run_1/pdn.png
Scale bar: 50 um. Pins as bars on the die edge.
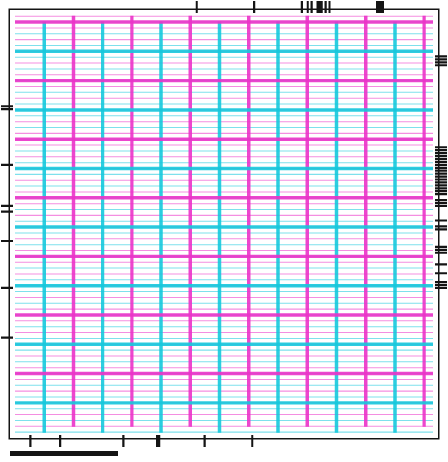
run_1/cell_classes.png
Scale bar: 50 um.
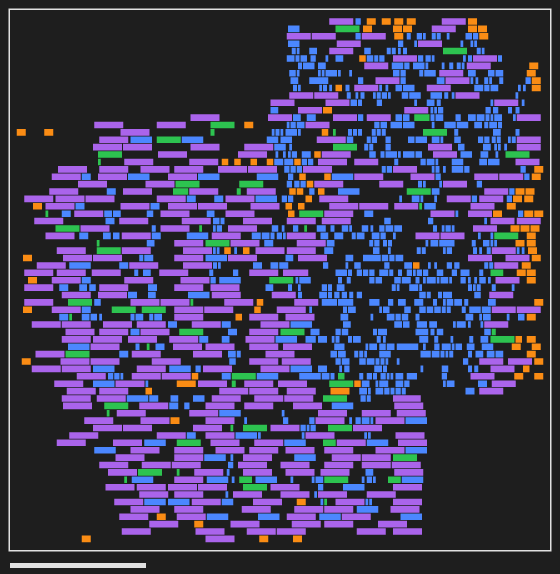
run_1/clock_map.png
Scale bar: 50 um.
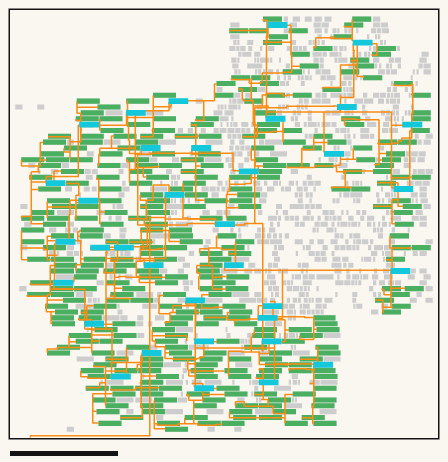
===== src/rtl/upscale_stream_tx_16_if.sv =====
// Handshake bundle of the softmax output stage: fixed-point input stream plus AXI4-Stream fp32 output.
// The master modport is the block's view; the slave modport is the view of the surrounding datapath.
interface upscale_stream_tx_16_if #(
    parameter int data_size = 16
);
    logic                     in_valid_i;
    logic [data_size-1:0]     in_data_i;
    logic [7:0]               in_number_of_data_i;
    logic                     in_ready_o;
    logic                     m_axis_valid_o;
    logic [2*data_size-1:0]   m_axis_data_o;
    logic                     m_axis_last_o;
    logic                     m_axis_ready_i;

    modport master (
        input  in_valid_i, in_data_i, in_number_of_data_i, m_axis_ready_i,
        output in_ready_o, m_axis_valid_o, m_axis_data_o, m_axis_last_o
    );

    modport slave (
        output in_valid_i, in_data_i, in_number_of_data_i, m_axis_ready_i,
        input  in_ready_o, m_axis_valid_o, m_axis_data_o, m_axis_last_o
    );
endinterface


===== src/rtl/upscale_stream_tx_16.sv =====
// Buffers a frame of signed 1.7.8 values, converts each exactly to fp32 and sends it
// on an AXI4-Stream master with last on the final beat and a done pulse per frame.
module upscale_stream_tx_16 #(
    parameter int data_size  = 16,
    parameter int fifo_depth = 16
) (
    input  logic                  clock_i,
    input  logic                  reset_n_i,
    upscale_stream_tx_16_if.master bus,
    output logic                  tx_done_o
);
    localparam int ptr_w = $clog2(fifo_depth);

    typedef enum logic [1:0] {
        IDLE = 2'd0,
        RUN  = 2'd1,
        DONE = 2'd2
    } state_t;

    state_t                 state_r, state_next_s;
    logic [data_size-1:0]   mem_r [fifo_depth];
    logic [ptr_w-1:0]       wr_ptr_r, rd_ptr_r;
    logic [ptr_w:0]         count_r;
    logic [7:0]             frame_len_r, in_cnt_r, out_cnt_r;
    logic                   active_r, done_r;
    logic                   out_valid_r, out_last_r;
    logic [2*data_size-1:0] out_data_r;
    logic                   fifo_full_s, fifo_empty_s;
    logic                   in_ready_s, push_s, load_s, out_fire_s;

    // 1.7.8 value d is d/256; leading one at p gives exponent 127 + p - 8
    function automatic logic [31:0] fx_to_fp32(input logic [15:0] d);
        logic [15:0] mag;
        logic [3:0]  p;
        logic [23:0] sh;
        logic [31:0] r;
        mag = d[15] ? (~d + 16'd1) : d;
        p   = 4'd0;
        for (int i = 0; i < 16; i++) begin
            if (mag[i]) begin
                p = 4'(i);
            end
        end
        sh = {8'd0, mag} << (5'd23 - {1'b0, p});
        if (mag == 16'd0) begin
            r = 32'd0;
        end else begin
            r = {d[15], 8'd119 + {4'd0, p}, sh[22:0]};
        end
        return r;
    endfunction

    assign fifo_full_s  = (count_r == (ptr_w + 1)'(fifo_depth));
    assign fifo_empty_s = (count_r == '0);
    assign push_s       = bus.in_valid_i & in_ready_s;
    assign out_fire_s   = out_valid_r & bus.m_axis_ready_i;
    assign load_s       = (state_r == RUN) & (~out_valid_r | bus.m_axis_ready_i)
                        & ~fifo_empty_s & (out_cnt_r < frame_len_r);

    assign bus.in_ready_o     = in_ready_s;
    assign bus.m_axis_valid_o = out_valid_r;
    assign bus.m_axis_data_o  = out_data_r;
    assign bus.m_axis_last_o  = out_last_r;
    assign tx_done_o          = done_r;

    // Input acceptance; held off for the first cycle out of reset
    always_comb begin
        in_ready_s = 1'b0;
        case (state_r)
            IDLE:    in_ready_s = active_r & ~fifo_full_s & (bus.in_number_of_data_i != 8'd0);
            RUN:     in_ready_s = ~fifo_full_s & (in_cnt_r < frame_len_r);
            DONE:    in_ready_s = 1'b0;
            default: in_ready_s = 1'b0;
        endcase
    end

    // Frame sequencing
    always_comb begin
        state_next_s = state_r;
        case (state_r)
            IDLE: begin
                if (push_s) begin
                    state_next_s = RUN;
                end else begin
                    state_next_s = IDLE;
                end
            end
            RUN: begin
                if (out_fire_s & out_last_r) begin
                    state_next_s = DONE;
                end else begin
                    state_next_s = RUN;
                end
            end
            DONE:    state_next_s = IDLE;
            default: state_next_s = IDLE;
        endcase
    end

    // State register and registered done pulse
    always_ff @(posedge clock_i or negedge reset_n_i) begin
        if (!reset_n_i) begin
            state_r  <= IDLE;
            done_r   <= 1'b0;
            active_r <= 1'b0;
        end else begin
            state_r  <= state_next_s;
            done_r   <= (state_next_s == DONE);
            active_r <= 1'b1;
        end
    end

    // FIFO storage; contents are don't-care until written
    always_ff @(posedge clock_i) begin
        if (push_s) begin
            mem_r[wr_ptr_r] <= bus.in_data_i;
        end
    end

    // FIFO pointers and occupancy; pointers wrap naturally at the power-of-two depth
    always_ff @(posedge clock_i or negedge reset_n_i) begin
        if (!reset_n_i) begin
            wr_ptr_r <= '0;
            rd_ptr_r <= '0;
            count_r  <= '0;
        end else begin
            if (push_s) begin
                wr_ptr_r <= wr_ptr_r + 1'b1;
            end
            if (load_s) begin
                rd_ptr_r <= rd_ptr_r + 1'b1;
            end
            case ({push_s, load_s})
                2'b10:   count_r <= count_r + 1'b1;
                2'b01:   count_r <= count_r - 1'b1;
                default: count_r <= count_r;
            endcase
        end
    end

    // Frame length and beat counters; cleared on the way back to IDLE
    always_ff @(posedge clock_i or negedge reset_n_i) begin
        if (!reset_n_i) begin
            frame_len_r <= 8'd0;
            in_cnt_r    <= 8'd0;
            out_cnt_r   <= 8'd0;
        end else if (state_r == DONE) begin
            in_cnt_r  <= 8'd0;
            out_cnt_r <= 8'd0;
        end else begin
            if (push_s && state_r == IDLE) begin
                frame_len_r <= bus.in_number_of_data_i;
                in_cnt_r    <= 8'd1;
            end else if (push_s) begin
                in_cnt_r <= in_cnt_r + 8'd1;
            end
            if (load_s) begin
                out_cnt_r <= out_cnt_r + 8'd1;
            end
        end
    end

    // Output register: load on free slot, drop after handshake, otherwise hold
    always_ff @(posedge clock_i or negedge reset_n_i) begin
        if (!reset_n_i) begin
            out_valid_r <= 1'b0;
            out_last_r  <= 1'b0;
            out_data_r  <= '0;
        end else if (load_s) begin
            out_valid_r <= 1'b1;
            out_last_r  <= (out_cnt_r == frame_len_r - 8'd1);
            out_data_r  <= fx_to_fp32(mem_r[rd_ptr_r]);
        end else if (out_fire_s) begin
            out_valid_r <= 1'b0;
            out_last_r  <= 1'b0;
        end
    end
endmodule

===== src/flat_wrapper.sv =====
// flat-port wrapper written by rule: the top's interface ports become plain ports
module upscale_stream_tx_16_flat 
#(
    parameter int data_size  = 16,
    parameter int fifo_depth = 16
)
  (clock_i, reset_n_i, tx_done_o, bus_in_valid_i, bus_in_data_i, bus_in_number_of_data_i, bus_m_axis_ready_i, bus_in_ready_o, bus_m_axis_valid_o, bus_m_axis_data_o, bus_m_axis_last_o);
  upscale_stream_tx_16_if #(.data_size(data_size)) bus_i ();
  input  logic clock_i;
  input  logic reset_n_i;
  output logic tx_done_o;
  input wire logic [$bits(bus_i.in_valid_i)-1:0] bus_in_valid_i;
  input wire logic [$bits(bus_i.in_data_i)-1:0] bus_in_data_i;
  input wire logic [$bits(bus_i.in_number_of_data_i)-1:0] bus_in_number_of_data_i;
  input wire logic [$bits(bus_i.m_axis_ready_i)-1:0] bus_m_axis_ready_i;
  output wire logic [$bits(bus_i.in_ready_o)-1:0] bus_in_ready_o;
  output wire logic [$bits(bus_i.m_axis_valid_o)-1:0] bus_m_axis_valid_o;
  output wire logic [$bits(bus_i.m_axis_data_o)-1:0] bus_m_axis_data_o;
  output wire logic [$bits(bus_i.m_axis_last_o)-1:0] bus_m_axis_last_o;
  assign bus_i.in_valid_i = bus_in_valid_i;
  assign bus_i.in_data_i = bus_in_data_i;
  assign bus_i.in_number_of_data_i = bus_in_number_of_data_i;
  assign bus_i.m_axis_ready_i = bus_m_axis_ready_i;
  assign bus_in_ready_o = bus_i.in_ready_o;
  assign bus_m_axis_valid_o = bus_i.m_axis_valid_o;
  assign bus_m_axis_data_o = bus_i.m_axis_data_o;
  assign bus_m_axis_last_o = bus_i.m_axis_last_o;
  upscale_stream_tx_16 #(.data_size(data_size), .fifo_depth(fifo_depth)) u_core (.clock_i(clock_i), .reset_n_i(reset_n_i), .bus(bus_i), .tx_done_o(tx_done_o));
endmodule

===== config.mk =====
export PLATFORM = sky130hd
export DESIGN_NAME = upscale_stream_tx_16_flat
export DESIGN_NICKNAME = d
export VERILOG_FILES = /design/src/rtl/upscale_stream_tx_16_if.sv /design/src/rtl/upscale_stream_tx_16.sv /design/src/flat_wrapper.sv
export SDC_FILE = /design/constraint.sdc
export NUM_CORES = 1
export LEC_CHECK = 0
export CAP_MARGIN = 10
export CORE_MARGIN = 2
export CORE_UTILIZATION = 40
export DETAILED_ROUTE_END_ITERATION = 12
export SLEW_MARGIN = 20
export SYNTH_ARGS = -nofsm -noshare
export SYNTH_HDL_FRONTEND = slang
export SYNTH_SLANG_ARGS = --single-unit

===== constraint.sdc =====
create_clock -name clock_i -period 6.2 [get_ports clock_i]
set_input_delay 0.62 -clock clock_i [delete_from_list [all_inputs] [get_ports clock_i]]
set_output_delay 0.62 -clock clock_i [all_outputs]
set_load 0.01 [all_outputs]

==> results.sh, run 1 <==
# physical design summary
export IMPL_place_congestion=0.8944
export IMPL_status="completed"
export IMPL_inv_count=30
export IMPL_crit_path_cell_trace="mux4_2, nand2_1, nand4_1, inv_1, ha_1, nand4_1, o2111a_1, a211oi_1, a31o_1, a21oi_2, o21ai_2, inv_2, mux2i_1, a221o_1, o211ai_1, nand2_1"
export IMPL_drt_pass1_iterations=5
export IMPL_hold_ws_ns=0.4176
export IMPL_tightestPinTransition_ns=0.9895
export IMPL_ys_types=79
export IMPL_logic_gates=660
export IMPL_numCtsBuffers=35
export IMPL_synthAoiAreaFrac_pct=9.801
export IMPL_synthAdderAreaFrac_pct=2.607
export IMPL_use_met2_pct=29.73
export IMPL_place_ws_ns=0.6980
export IMPL_cts_clk_slew_worst_paths_ns=0.06
export IMPL_fillers=3325
export IMPL_critPathLaunch="u_core.rd_ptr_r[0]"
export IMPL_nets=1211
export IMPL_ys_sh_simple_pct=9.083
export IMPL_grt_use_total_pct=18.48
export IMPL_slew_headroom_pct=33.90
export IMPL_comb_area_share_pct=30.01
export IMPL_critPathMaxStageDelay_ns=0.79
export IMPL_antenna_found_initial=1
export IMPL_syn_inst=1080
export IMPL_seq_share_pct=54.57
export IMPL_die_area_sq_um=39490
export IMPL_crit_slowest_cell="dfrtp_4"
export IMPL_flop_cell="edfxtp_1"
export IMPL_drcViolationCount=0
export IMPL_lay_top_cells="256 x edfxtp_1, 86 x nand2_1, 72 x dfrtp_1"
export IMPL_xor_share_pct=2.368
export IMPL_cts_tree="built"
export IMPL_fp_util_pct=40.45
export IMPL_dr_total_vias=9347
export IMPL_seqCellArea_sq_um=9544
export IMPL_min_period_ns=5.559
export IMPL_synthesis_nets=1139
export IMPL_rrSetupSlack_ns=0.64
export IMPL_antennaDiodeCount=1
export IMPL_grt_max_degree=70
export IMPL_use_met3_pct=2.882
export IMPL_ys_flops=330
export IMPL_fin_setup_tns_ns=0
export IMPL_synth_edff_count=256
Notes on pdn.png above:
Magenta shows VDD. Cyan shows VSS.
14 straps on met4. The core has 71 rows. 64 signal pins sit on the boundary. 72 met1 rails follow the rows.
die width: 198.7 um
Die H: 198.7 um

Notes on cell_classes.png above:
Blue shows all other logic, cells 690, share of their area 32%. Purple shows flip-flops, cells 330, share of their area 57%. Green shows clock drivers and dummy loads, cells 61, share of their area 6.2%. Orange shows other buffers and delay cells, cells 95, share of their area 5.3%.
CORE AREA: 37,490 sq um
Site Rows: 71

Notes on clock_map.png above:
Green shows flip-flops, count 330. Orange shows clock wires, length 4,130 um. Cyan shows cells driving clock nets, count 35.
There are 36 routed clock nets. Position of the flops: spread over the die.
Worst-Skew Late Latency: 0.55 ns
Setup Skew: 0.02645 ns

==> run 2: changes to the inputs <==
--- a/config.mk
+++ b/config.mk
@@ -9,6 +9,7 @@
 export CORE_MARGIN = 2
 export CORE_UTILIZATION = 40
 export DETAILED_ROUTE_END_ITERATION = 12
+export HOLD_SLACK_MARGIN = 0.02
 export SLEW_MARGIN = 20
 export SYNTH_ARGS = -nofsm -noshare
 export SYNTH_HDL_FRONTEND = slang
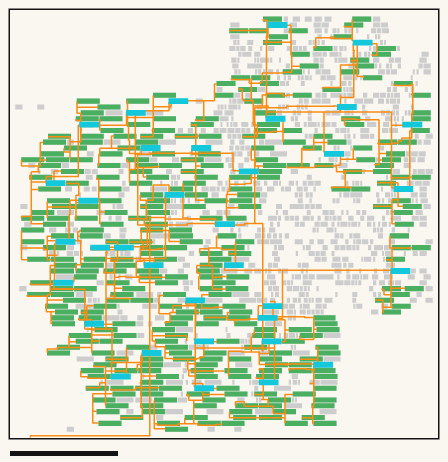
run_2/clock_map.png
Scale bar: 50 um.
Cyan shows cells driving clock nets, count 35. Green shows flip-flops, count 330. Orange shows clock wires, length 4,130 um.
Position of the flops: spread over the die. There are 36 routed clock nets.

==> run 2 against run 1 <==
Synthesized cell count stayed put. Sequential share of layout area unchanged. Clock-buffer cell count unchanged. Cell count unchanged. Critical endpoint unchanged. Maximum frequency stayed put. Global-route usage did not move. First-iteration DRC count unchanged. Die area unchanged. Largest cell class unchanged. Flip-flop count is the same. Non-clock buffer count unchanged. Routed wire length did not move.
==> results.sh, run 2 <==
# physical design summary
export IMPL_status="completed"
export IMPL_hold_viol_final=0
export IMPL_antennaDiodeCount=1
export IMPL_nClkBuffers=49
export IMPL_buf_share_pct=5.122
export IMPL_top_area_cell="edfxtp_1"
export IMPL_seq_share_pct=54.57
export IMPL_dp_hpwl_um=22530
export IMPL_synthAdderAreaFrac_pct=2.607
export IMPL_tightestPinTransition_ns=0.9895
export IMPL_inv_count=30
export IMPL_ys_sh_mux_pct=10.40
export IMPL_fin_setup_tns_ns=0
export IMPL_numCtsBuffers=35
export IMPL_hold_ws_ns=0.4176
export IMPL_use_met2_pct=29.73
export IMPL_placementRows=71
export IMPL_use_met3_pct=2.882
export IMPL_cts_tree="built"
export IMPL_grt_max_degree=70
export IMPL_clock_latency_late_pin_ns=0.55
export IMPL_nets=1211
export IMPL_instances_no_fill=1688
export IMPL_antenna_found_initial=1
export IMPL_top_usage_layer="met2"
export IMPL_critPathLaunch="u_core.rd_ptr_r[0]"
export IMPL_drt_pass1_iterations=5
export IMPL_r2r_cells=16
export IMPL_top_register="u_core.mem_r"
export IMPL_slew_headroom_pct=33.90
export IMPL_fillers=3325
export IMPL_cp_num_cells=16
export IMPL_seqCellArea_sq_um=9544
export IMPL_logic_gates=660
export IMPL_drt_initial_drc_count=626
export IMPL_comb_area_share_pct=30.01
export IMPL_end_kind="register"
export IMPL_drcViolationCount=0
export IMPL_critPathMaxStageDelay_ns=0.79
export IMPL_flop_cell="edfxtp_1"
export IMPL_ys_sh_simple_pct=9.083
export IMPL_fp_util_pct=40.45
export IMPL_die_h_um=198.7
export IMPL_clk_share_pct=5.988
export IMPL_skew_ns=0.02645
export IMPL_crit_slowest_cell="dfrtp_4"
export IMPL_die_area_sq_um=39490
export IMPL_rrSetupSlack_ns=0.64
export IMPL_max_clock_path_buffers=3
export IMPL_synthesis_nets=1139
export IMPL_synthAoiAreaFrac_pct=9.801
export IMPL_die_w_um=198.7
export IMPL_min_period_ns=5.559
export IMPL_syn_cell_area_sq_um=15170
export IMPL_xor_share_pct=2.368
export IMPL_place_ws_ns=0.6980
export IMPL_post_cts_buffers=0
export IMPL_cp_endpoint="u_core.bus.m_axis_data_o[20]"
export IMPL_fin_util_pct=46.66
export IMPL_required_ns=6.61
export IMPL_core_sq_um=37490
export IMPL_ys_types=79
export IMPL_synth_edff_count=256
export IMPL_cp_num_buf_inv=2
export IMPL_syn_inst=1080
export IMPL_place_congestion=0.8944
export IMPL_crit_path_cell_trace="mux4_2, nand2_1, nand4_1, inv_1, ha_1, nand4_1, o2111a_1, a211oi_1, a31o_1, a21oi_2, o21ai_2, inv_2, mux2i_1, a221o_1, o211ai_1, nand2_1"
export IMPL_ys_flops=330
export IMPL_area_leaders="edfxtp_1 51%, dfrtp_1 12%, mux4_2 6.8%, mux2i_1 3.1%, ha_1 2.5%"
export IMPL_lay_top_cells="256 x edfxtp_1, 86 x nand2_1, 72 x dfrtp_1"
export IMPL_cts_clk_slew_worst_paths_ns=0.06
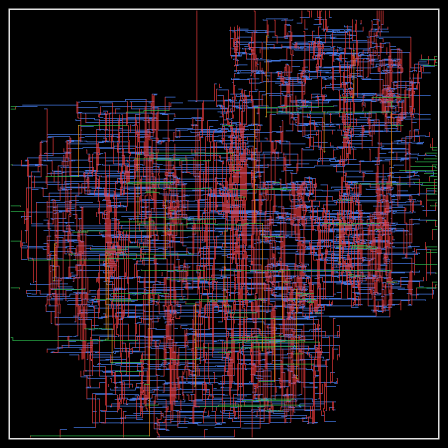
run_2/metal_stack.png
Red shows met2, wire length 16,800 um. Blue shows met1, wire length 16,200 um. Orange shows met4, wire length 715 um. Green shows met3, wire length 1,870 um.
gr usage total: 18.48%
final wirelength: 35,570 um
wire per inst: 21.07 um
via count: 9,347

